### src/rtl/nco_meas_pkg.sv
// Shared constants, state encoding and helpers for the NCO divider and its period meter.
package nco_meas_pkg;

    localparam int unsigned CLK_IN_FREQ_DEF  = 50_000_000;
    localparam int unsigned MIN_SIG_FREQ_DEF = 1_000;

    typedef enum logic [1:0] {
        IDLE          = 2'd0,
        MEASURE_FIRST = 2'd1,
        MEASURE       = 2'd2
    } meas_state_e;

    function automatic int unsigned clog2(input int unsigned value);
        int unsigned     width;
        longint unsigned span;
        width = 0;
        span  = 64'd1;
        while (span < 64'(value)) begin
            span  = span << 1;
            width += 1;
        end
        return width;
    endfunction

endpackage

### src/rtl/sync_edge_detect.sv
// Two-flop synchronizer for an asynchronous level, plus a previous-level register
// so that single-cycle rise/fall pulses come out in the clk_i domain.
module sync_edge_detect (
    input  logic clk_i,
    input  logic rst_i,
    input  logic sig_i,
    output logic s_o,
    output logic rise_o,
    output logic fall_o
);

    logic sync1_q;
    logic sync2_q;
    logic prev_q;

    always_ff @(posedge clk_i or posedge rst_i) begin
        if (rst_i) begin
            sync1_q <= 1'b0;
            sync2_q <= 1'b0;
            prev_q  <= 1'b0;
        end else begin
            sync1_q <= sig_i;
            sync2_q <= sync1_q;
            prev_q  <= sync2_q;
        end
    end

    assign s_o    = sync2_q;
    assign rise_o = sync2_q & ~prev_q;
    assign fall_o = ~sync2_q & prev_q;

endmodule

### src/rtl/clock_period_meter.sv
// Measures period and high time of a slow asynchronous square wave in clk_in cycles.
//   IDLE          | waiting for a first rising edge, cnt held at 0
//   MEASURE_FIRST | first interval open; it is discarded when the next rise closes it
//   MEASURE       | each rise publishes period/high with a one-cycle meas_valid
module clock_period_meter
    import nco_meas_pkg::*;
#(
    parameter int unsigned CLK_IN_FREQ    = CLK_IN_FREQ_DEF,
    parameter int unsigned MIN_SIG_FREQ   = MIN_SIG_FREQ_DEF,
    parameter int unsigned TIMEOUT_CYCLES = CLK_IN_FREQ / MIN_SIG_FREQ,
    parameter int unsigned CNT_W          = clog2(TIMEOUT_CYCLES + 1)
) (
    input  logic             clk_in,
    input  logic             rst,
    input  logic             sig_in,
    output logic [CNT_W-1:0] period_cycles,
    output logic [CNT_W-1:0] high_cycles,
    output logic             meas_valid,
    output logic             sig_lost
);

    localparam logic [CNT_W-1:0] TIMEOUT_C = CNT_W'(TIMEOUT_CYCLES);
    localparam logic [CNT_W-1:0] ONE_C     = CNT_W'(1);

    meas_state_e      state_q, state_d;
    logic [CNT_W-1:0] cnt_q, cnt_d;
    logic [CNT_W-1:0] hi_q, hi_d;
    logic [CNT_W-1:0] period_q, period_d;
    logic [CNT_W-1:0] high_q, high_d;
    logic             valid_q, valid_d;
    logic             lost_q, lost_d;
    logic             sig_level_unused;
    logic             rise;
    logic             fall;

    sync_edge_detect u_sync (
        .clk_i  (clk_in),
        .rst_i  (rst),
        .sig_i  (sig_in),
        .s_o    (sig_level_unused),
        .rise_o (rise),
        .fall_o (fall)
    );

    always_ff @(posedge clk_in or posedge rst) begin
        if (rst) begin
            state_q  <= IDLE;
            cnt_q    <= '0;
            hi_q     <= '0;
            period_q <= '0;
            high_q   <= '0;
            valid_q  <= 1'b0;
            lost_q   <= 1'b0;
        end else begin
            state_q  <= state_d;
            cnt_q    <= cnt_d;
            hi_q     <= hi_d;
            period_q <= period_d;
            high_q   <= high_d;
            valid_q  <= valid_d;
            lost_q   <= lost_d;
        end
    end

    always_comb begin
        state_d  = state_q;
        cnt_d    = cnt_q;
        hi_d     = hi_q;
        period_d = period_q;
        high_d   = high_q;
        valid_d  = 1'b0;
        lost_d   = lost_q;

        unique case (state_q)
            IDLE: begin
                cnt_d = '0;
                if (rise) begin
                    state_d = MEASURE_FIRST;
                    cnt_d   = ONE_C;
                end
            end
            MEASURE_FIRST, MEASURE: begin
                cnt_d = cnt_q + ONE_C;
                if (fall) begin
                    hi_d = cnt_q;
                end
                // A rise landing exactly on the timeout count still closes a valid period.
                if (rise) begin
                    state_d = MEASURE;
                    cnt_d   = ONE_C;
                    if (state_q == MEASURE) begin
                        period_d = cnt_q;
                        high_d   = hi_q;
                        valid_d  = 1'b1;
                        lost_d   = 1'b0;
                    end
                end else if (cnt_q == TIMEOUT_C) begin
                    state_d  = IDLE;
                    cnt_d    = '0;
                    lost_d   = 1'b1;
                    period_d = '0;
                    high_d   = '0;
                end
            end
            default: begin
                state_d = IDLE;
                cnt_d   = '0;
            end
        endcase
    end

    assign period_cycles = period_q;
    assign high_cycles   = high_q;
    assign meas_valid    = valid_q;
    assign sig_lost      = lost_q;

endmodule

### config.mk
export PLATFORM = sky130hd
export DESIGN_NAME = clock_period_meter
export DESIGN_NICKNAME = d
export VERILOG_FILES = /design/src/rtl/nco_meas_pkg.sv /design/src/rtl/sync_edge_detect.sv /design/src/rtl/clock_period_meter.sv
export SDC_FILE = /design/constraint.sdc
export NUM_CORES = 1
export LEC_CHECK = 0
export CORE_ASPECT_RATIO = 0.9
export CORE_MARGIN = 8
export CORE_UTILIZATION = 40
export CTS_BUF_LIST = sky130_fd_sc_hd__clkbuf_8
export DETAILED_ROUTE_END_ITERATION = 12
export GPL_ROUTABILITY_DRIVEN = 0
export SYNTH_ARGS = -nofsm -noshare
export SYNTH_HDL_FRONTEND = slang
export SYNTH_SLANG_ARGS = --single-unit
### constraint.sdc
create_clock -name clk_in -period 3 [get_ports clk_in]
set_input_delay 0.75 -clock clk_in [delete_from_list [all_inputs] [get_ports clk_in]]
set_output_delay 0.75 -clock clk_in [all_outputs]
set_load 0.02 [all_outputs]
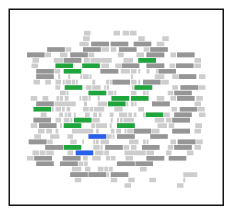
Figure 1: where the registers sit.
(2 px per um) Other sequential cells in the stronger grey, the rest of the logic in the fainter grey.
Blue is state_q, flops 2. Green is cnt_q, flops 16.

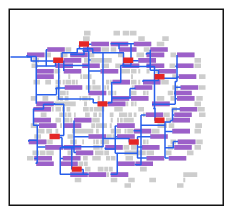
Figure 2: clock network drawn from the DEF.
(2 px per um)
Blue is clock wires, length 867 um. Purple is flip-flops, count 71. Red is clock drivers, count 9.
There are 10 routed clock nets.

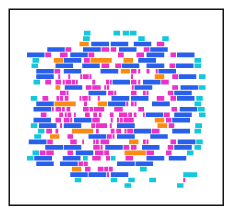
Figure 3: cells coloured by class.
(2 px per um)
Cyan is remaining buffers and delay cells, cells 39. Magenta is combinational and other logic, cells 148. Orange is clock drivers and dummy loads, cells 16. Blue is sequential cells, cells 71.

==> flow_summary_export.csv <==
group,metric,value,unit
timing,relSlewSlack,41.60,%
synthesis,synth_flops,71,
die,core_area,7076,sq um
setup_path,endpoint_kind,"output pin",
clock_network,path_clk_slew,0.07,ns
timing,slew_viol_final,0,
setup_path,slowest_stage,"clkdlybuf4s50_1",
synthesis,synthesis.area,2934,sq um
cells_and_area,lay_top_cells,"dfrtp_1, clkdlybuf4s50_1, a22o_1, nor2_1, xnor2_1",
power_and_ir_drop,p_leak,0.001616,uW
route,ant_nets,0,
power_and_ir_drop,internal_power,1862,uW
die,die_x,106.3,um
cells_and_area,buf_share,10.87,%
global_routing,grt_usage,12.36,%
synthesis,yosys_most_used_dff,"dfrtp_1",
cells_and_area,comb-cell-share,28.40,%
setup_path,path_buffers,1,
cells_and_area,layout.nets,277,
route,firstDrtPassIters,4,
die,pin_count,37,
place,portBuffers,36,
flow_run,maxCapViolations,0,
timing,final.setup_skew,0.008623,ns
clock_network,clock-sinks,71,
cells_and_area,comb_area,1033,sq um
route,wl,5.900,mm
flow_run,warnings,29,
synthesis,floorplan.nets,241,
route,wl_met2,2.466,mm
outcome,status,"finished, final reports clean",
cells_and_area,n_all_buffers,39,
min_path,min_path_cells,0,
cells_and_area,logic_gates,138,
route,via_per_inst,5.060,
timing,setup_violations,0,
setup_path,r2r_end,"period_cycles[6]",
min_path,holdCritStartpoint,"u_sync.sync1_q",
clock_network,cts_setup_buffers,0,
die,floorplan.core_util,41.47,%
clock_network,cts-root-buf,"clkbuf_8",
clock_network,cts_hold_buffers,0,
synthesis,netlist_instances,233,
cells_and_area,lay_top_count,"dfrtp_1",
clock_network,h-tree-depth,3,
cells_and_area,inverters_excl_clock,10,
place,hpwl,3.742,mm
route,highest_layer,"met4",
power_and_ir_drop,ir_worst_vdd,371.4,uV
die,die_area,10340,sq um
cells_and_area,num_antenna_cells,0,
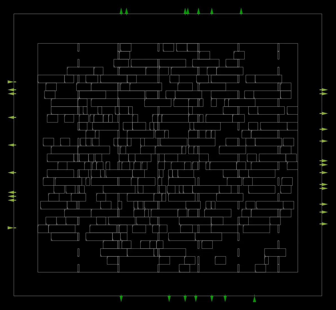
Figure 4: cell placement.
flop share of the area: 48.83%
final core occ: 51.42%

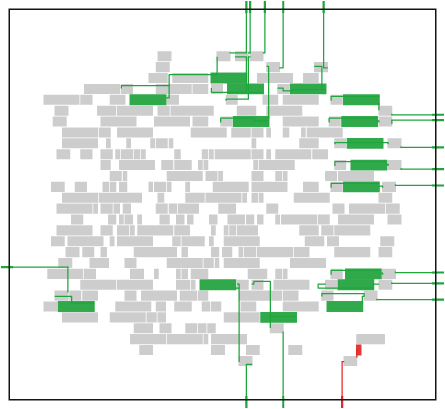
Figure 5: nets reached from selected ports.
(4 px per um)
Red is rst, bits 1, direction input, edge south, end cells 1, buffers 1, wire 11.5 um. Green is high_cycles, bits 16, direction output, edge 8 east, 5 north, 2 south, 1 west, end cells 16, buffers 16, wire 495 um.

## state kept, by name, indices dropped and copies added, names as in the netlist
name	cells
cnt_q	16
hi_q	16
high_cycles	16
period_cycles	16
state_q	2
meas_valid	1
sig_lost	1
u_sync.prev_q	1
u_sync.s_o	1
u_sync.sync1_q	1
## metrics by stage
step           worst slack, ns  instance area, sq um  hold slack (ns)  utilization, %  std cells
6_report                0.9075                  3638           0.3561           51.42        367
3_3_place_gp            0.9962                  3359           0.3343           47.48        351
5_1_grt                 0.8170                  3638           0.3653           51.42        367
4_1_cts                 0.8775                  3638           0.3578           51.42        367
3_5_place_dp            0.9811                  3359           0.3394           47.48        351
2_1_floorplan           0.4534                  2934           0.3312               -        233
